Power grid:
Scale bar: 20 um. Pins as bars on the die edge.
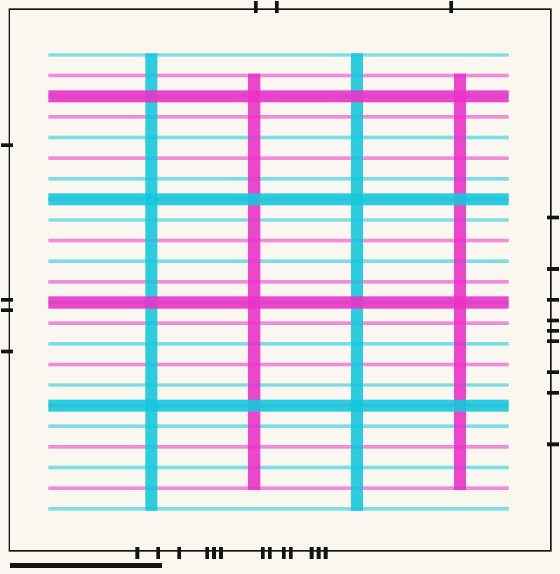
Wiring by layer:
Scale bar: 20 um. Two of the layers only.
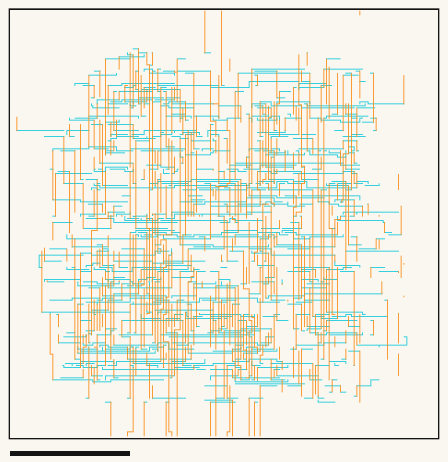
Clock routing:
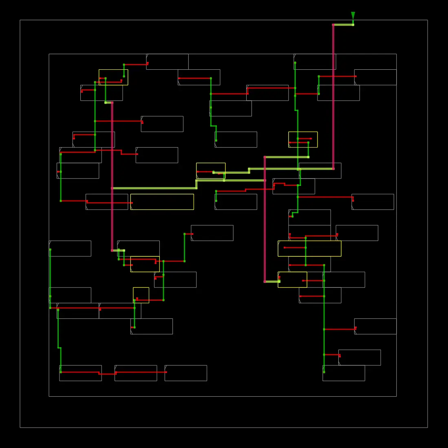
M2 wires:
Scale bar: 20 um.
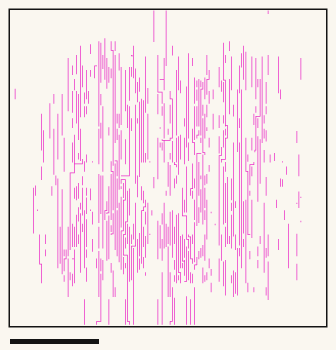
## src/rtl/bullet_pkg.sv

```systemverilog
// rtl/bullet_pkg.sv - shared types and width helpers for the bullet slot arbiter
package bullet_pkg;

    typedef enum logic {
        PLAYER_1 = 1'b0,
        PLAYER_2 = 1'b1
    } player_e;

    // Width of the cooldown frame counter; holds any load value up to 255.
    localparam int COOLDOWN_W = 8;

    // Bits needed to index one of n slots.
    function automatic int slot_idx_w(input int n);
        return (n > 1) ? $clog2(n) : 1;
    endfunction

    // Bits needed to count 0..n occupied slots.
    function automatic int slot_cnt_w(input int n);
        return $clog2(n + 1);
    endfunction

endpackage

```

## src/rtl/press_latch.sv

```systemverilog
// rtl/press_latch.sv - shoot button edge detector with a pending request flag
//
// Ports:
//   clk, reset : clock and synchronous active-high reset
//   shoot      : raw level of the shoot button
//   tick       : frame tick; the arbitration point that consumes the request
//   keep       : hold the pending flag across this tick (lost a contention)
//   pending    : a request is waiting for the next tick
module press_latch (
    input  logic clk,
    input  logic reset,
    input  logic shoot,
    input  logic tick,
    input  logic keep,
    output logic pending
);

    logic shoot_q;

    always_ff @(posedge clk) begin
        if (reset) begin
            shoot_q <= 1'b0;
            pending <= 1'b0;
        end else begin
            shoot_q <= shoot;
            // An edge landing on a tick is captured after that tick's
            // evaluation, so setting wins over the tick clear.
            if (shoot && !shoot_q) begin
                pending <= 1'b1;
            end else if (tick && !keep) begin
                pending <= 1'b0;
            end
        end
    end

endmodule

```

## src/rtl/bullet_slot_arbiter.sv

```systemverilog
// rtl/bullet_slot_arbiter.sv - shared bullet slot pool and two-player spawn arbiter
//
// Ports:
//   clk_i, reset_i            : VGA clock, synchronous active-high reset
//   player_1/2_shoot_i        : shoot button levels
//   frame_tick_i              : one-cycle frame pulse, the only arbitration point
//   slot_release_i            : per-slot release flags from the bullet engine
//   spawn_valid/player/slot_o : one-cycle spawn command, one cycle after the tick
//   slot_busy_o, slot_owner_o : occupancy and owner (0 = P1, 1 = P2) per slot
//   p1/p2_active_o            : active bullet count per player
//   p1/p2_cooling_o           : per-player cooldown still running
import bullet_pkg::*;

module bullet_slot_arbiter #(
    parameter int NUM_SLOTS       = 4,
    parameter int MAX_PER_PLAYER  = 2,
    parameter int COOLDOWN_FRAMES = 15
) (
    input  logic                                 clk_i,
    input  logic                                 reset_i,
    input  logic                                 player_1_shoot_i,
    input  logic                                 player_2_shoot_i,
    input  logic                                 frame_tick_i,
    input  logic [NUM_SLOTS-1:0]                 slot_release_i,
    output logic                                 spawn_valid_o,
    output logic                                 spawn_player_o,
    output logic [slot_idx_w(NUM_SLOTS)-1:0]     spawn_slot_o,
    output logic [NUM_SLOTS-1:0]                 slot_busy_o,
    output logic [NUM_SLOTS-1:0]                 slot_owner_o,
    output logic [slot_cnt_w(NUM_SLOTS)-1:0]     p1_active_o,
    output logic [slot_cnt_w(NUM_SLOTS)-1:0]     p2_active_o,
    output logic                                 p1_cooling_o,
    output logic                                 p2_cooling_o
);

    localparam int IW = slot_idx_w(NUM_SLOTS);
    localparam int CW = slot_cnt_w(NUM_SLOTS);
    localparam logic [CW-1:0]         MAX_CNT = CW'(MAX_PER_PLAYER);
    localparam logic [COOLDOWN_W-1:0] CD_LOAD = COOLDOWN_W'(COOLDOWN_FRAMES);

    logic                  pend_1, pend_2;
    logic                  keep_1, keep_2;
    logic [COOLDOWN_W-1:0] cd_1, cd_2;
    player_e               prio;

    logic                  any_free;
    logic [IW-1:0]         free_idx;
    logic                  elig_1, elig_2, contend, grant;
    player_e               grant_player;
    logic [NUM_SLOTS-1:0]  grant_mask;
    logic [NUM_SLOTS-1:0]  rel_mask;
    logic [CW-1:0]         rel_cnt_1, rel_cnt_2;
    logic [CW-1:0]         inc_1, inc_2;

    press_latch u_latch_1 (
        .clk     (clk_i),
        .reset   (reset_i),
        .shoot   (player_1_shoot_i),
        .tick    (frame_tick_i),
        .keep    (keep_1),
        .pending (pend_1)
    );

    press_latch u_latch_2 (
        .clk     (clk_i),
        .reset   (reset_i),
        .shoot   (player_2_shoot_i),
        .tick    (frame_tick_i),
        .keep    (keep_2),
        .pending (pend_2)
    );

    // Lowest-index free slot, taken from the registered occupancy so a slot
    // released in the tick cycle is not handed out in that same cycle.
    always_comb begin
        any_free = 1'b0;
        free_idx = '0;
        for (int k = 0; k < NUM_SLOTS; k++) begin
            if (!any_free && !slot_busy_o[k]) begin
                any_free = 1'b1;
                free_idx = IW'(k);
            end
        end
    end

    // Only slots that are actually occupied can be released.
    always_comb begin
        rel_mask  = slot_release_i & slot_busy_o;
        rel_cnt_1 = '0;
        rel_cnt_2 = '0;
        for (int k = 0; k < NUM_SLOTS; k++) begin
            if (rel_mask[k]) begin
                if (slot_owner_o[k]) begin
                    rel_cnt_2 = rel_cnt_2 + CW'(1);
                end else begin
                    rel_cnt_1 = rel_cnt_1 + CW'(1);
                end
            end
        end
    end

    always_comb begin
        elig_1  = pend_1 && (cd_1 == '0) && (p1_active_o < MAX_CNT) && any_free;
        elig_2  = pend_2 && (cd_2 == '0) && (p2_active_o < MAX_CNT) && any_free;
        contend = elig_1 && elig_2;
        grant   = frame_tick_i && (elig_1 || elig_2);

        if (contend) begin
            grant_player = prio;
        end else if (elig_1) begin
            grant_player = PLAYER_1;
        end else begin
            grant_player = PLAYER_2;
        end

        // The contention loser keeps its request; every other pending
        // request is consumed by the tick, granted or not.
        keep_1 = contend && (grant_player == PLAYER_2);
        keep_2 = contend && (grant_player == PLAYER_1);

        grant_mask = grant ? (NUM_SLOTS'(1) << free_idx) : '0;
        inc_1      = CW'(grant && (grant_player == PLAYER_1));
        inc_2      = CW'(grant && (grant_player == PLAYER_2));
    end

    always_ff @(posedge clk_i) begin
        if (reset_i) begin
            spawn_valid_o  <= 1'b0;
            spawn_player_o <= 1'b0;
            spawn_slot_o   <= '0;
            slot_busy_o    <= '0;
            slot_owner_o   <= '0;
            p1_active_o    <= '0;
            p2_active_o    <= '0;
            cd_1           <= '0;
            cd_2           <= '0;
            prio           <= PLAYER_1;
        end else begin
            spawn_valid_o  <= grant;
            spawn_player_o <= grant ? grant_player : 1'b0;
            spawn_slot_o   <= grant ? free_idx : '0;

            slot_busy_o  <= (slot_busy_o & ~rel_mask) | grant_mask;
            // Owner bits of freed slots are cleared so the field reads 0
            // wherever the slot is empty.
            slot_owner_o <= (slot_owner_o & ~rel_mask)
                          | (grant_player == PLAYER_2 ? grant_mask : '0);

            p1_active_o <= p1_active_o - rel_cnt_1 + inc_1;
            p2_active_o <= p2_active_o - rel_cnt_2 + inc_2;

            if (inc_1 != '0) begin
                cd_1 <= CD_LOAD;
            end else if (frame_tick_i && cd_1 != '0) begin
                cd_1 <= cd_1 - 1'b1;
            end

            if (inc_2 != '0) begin
                cd_2 <= CD_LOAD;
            end else if (frame_tick_i && cd_2 != '0) begin
                cd_2 <= cd_2 - 1'b1;
            end

            if (frame_tick_i && contend) begin
                prio <= (prio == PLAYER_1) ? PLAYER_2 : PLAYER_1;
            end
        end
    end

    assign p1_cooling_o = (cd_1 != '0);
    assign p2_cooling_o = (cd_2 != '0);

endmodule

```

## config.mk

```make
export PLATFORM = sky130hd
export DESIGN_NAME = bullet_slot_arbiter
export DESIGN_NICKNAME = d
export VERILOG_FILES = /design/src/rtl/bullet_pkg.sv /design/src/rtl/press_latch.sv /design/src/rtl/bullet_slot_arbiter.sv
export SDC_FILE = /design/constraint.sdc
export NUM_CORES = 1
export LEC_CHECK = 0
export CORE_MARGIN = 5
export CORE_UTILIZATION = 60
export CTS_BUF_LIST = sky130_fd_sc_hd__clkbuf_2 sky130_fd_sc_hd__clkbuf_4 sky130_fd_sc_hd__clkbuf_8
export DETAILED_ROUTE_END_ITERATION = 10
export PLACE_DENSITY = 0.86
export SETUP_SLACK_MARGIN = 0.4
export SLEW_MARGIN = 20
export SYNTH_ARGS = -nofsm -noshare
export SYNTH_HDL_FRONTEND = slang
export SYNTH_SLANG_ARGS = --single-unit
```

## constraint.sdc

```tcl
create_clock -name clk_i -period 7 [get_ports clk_i]
set_clock_uncertainty 0.15 [all_clocks]
set_input_delay 1.4 -clock clk_i [delete_from_list [all_inputs] [get_ports clk_i]]
set_output_delay 1.4 -clock clk_i [all_outputs]
set_load 0.02 [all_outputs]
```

==> impl_metrics.csv <==
group,metric,value,unit
outcome,outcome,"completed",
drt,viasPerCell,5.85,
cells_and_area,logic_gate_count,187,
drt,dr_wl_met3,228,um
cts,clockRootBuffer,"clkbuf_8",
cells_and_area,ff_count,39,
global_routing,met2_usage,35.3,%
power_and_ir_drop,power_frac_seq,32.5,%
worst_setup_path,worstSetupPathDepth,16,
worst_setup_path,critPathMaxFanout,4,
cts,cts_tree,"done",
worst_setup_path,rr_startpoint,"slot_busy_o[0]",
worst_setup_path,setup.worst_path.start_class,"input pin",
worst_setup_path,r2r-end,"p1_active_o[2]",
drt,drc,0,
logic_synthesis,top_area_share,34.7,%
job,tool_warnings,28,
die,ioPinCount,29,
cells_and_area,most-common-layout-cells,"dfxtp_1, clkdlybuf4s50_1, nor2_1",
sta,tns,0,ns
cells_and_area,inverters,22,
cts,clk_path_buf_depth,2,
power_and_ir_drop,p_seq,332,uW
sta,finalClockPeriodUsage,68.9,%
global_routing,top_usage_layer,"met2",
logic_synthesis,ys_sh_simple,24.5,%
place,portBuffers,28,
drt,wl_met1,2230,um
logic_synthesis,mux_area_share,5.12,%
sta,setup_ws,2.18,ns
power_and_ir_drop,power.switching,390,uW
worst_setup_path,required,7.03,ns
job,maxCapViolCount,0,
place,placed_cells_incl_taps,325,
global_routing,grt_use_total,21.1,%
cts,cts_buffers,5,
place,place_congestion,0.844,
drt,route.met2.wl,2450,um
cells_and_area,syn_to_final_growth,19.6,%
logic_synthesis,adder_share,10.7,%
worst_setup_path,crit_buf_inv,3,
drt,drtIter0Drc,125,
power_and_ir_drop,vdd_drop_max,0.000355,V
drt,detail_route.first_pass.iterations,4,
logic_synthesis,flop_cell,"dfxtp_1",
power_and_ir_drop,p_total,1.02,mW
cells_and_area,largest_class,"combinational gates",
drt,top_layer,"met4",
logic_synthesis,synthTopCellsByCount,"dfxtp_1, nor2_1, inv_1",
die,core_area,3630,sq um
cells_and_area,clkCellAreaFrac,5.07,%
logic_synthesis,ys_sh_aoi,12.7,%
logic_synthesis,async_reset_ff_share,0,%
global_routing,met3_usage,3.79,%
cts,htreeDepth,2,
cts,cts_setup_buffers,0,
cells_and_area,comb_share,49.8,%
logic_synthesis,edf_count,0,
cells_and_area,fillers,290,
power_and_ir_drop,comb-power,462,uW
power_and_ir_drop,p_comb_share,45.3,%
logic_synthesis,ys_ff,39,
sta,post-route-min-period,4.82,ns
worst_setup_path,critPathArrivalTime,4.85,ns
place,dp_hpwl,3530,um
hold_path,hold_path_depth,2,
worst_setup_path,cpLargestDelayFamily,"adder cells",
cells_and_area,diodes,0,
cells_and_area,final_util,74.0,%
logic_synthesis,top_area_cell,"dfxtp_1",
global_routing,grt_pass1_wl,8660,um
logic_synthesis,postSynthSeqShare,34.7,%
sta,slew_violations,0,
logic_synthesis,fp_nets,286,
logic_synthesis,netlist_top_cells_area,"dfxtp_1, ha_1, xnor2_1",
About 'power grid':
color	net
cyan	VSS
magenta	VDD
met1 rails	23
met4 straps	4
rows	22
met5 straps	4
signal pins	29

About 'wiring by layer':
color	layer	wire length
cyan	M1	2,230 um
orange	M2	2,450 um

About 'clock routing':
layout clock buffer count: 6
Late-Pin Clk Latency: 0.30 ns
Clk power: 227 uW

About 'M2 wires':
longest straight run	40.1 um
nets with wire on the layer	270
share of all routed wire	49%
wire length on this layer	2,450 um

Power and IR drop assume default switching activity.
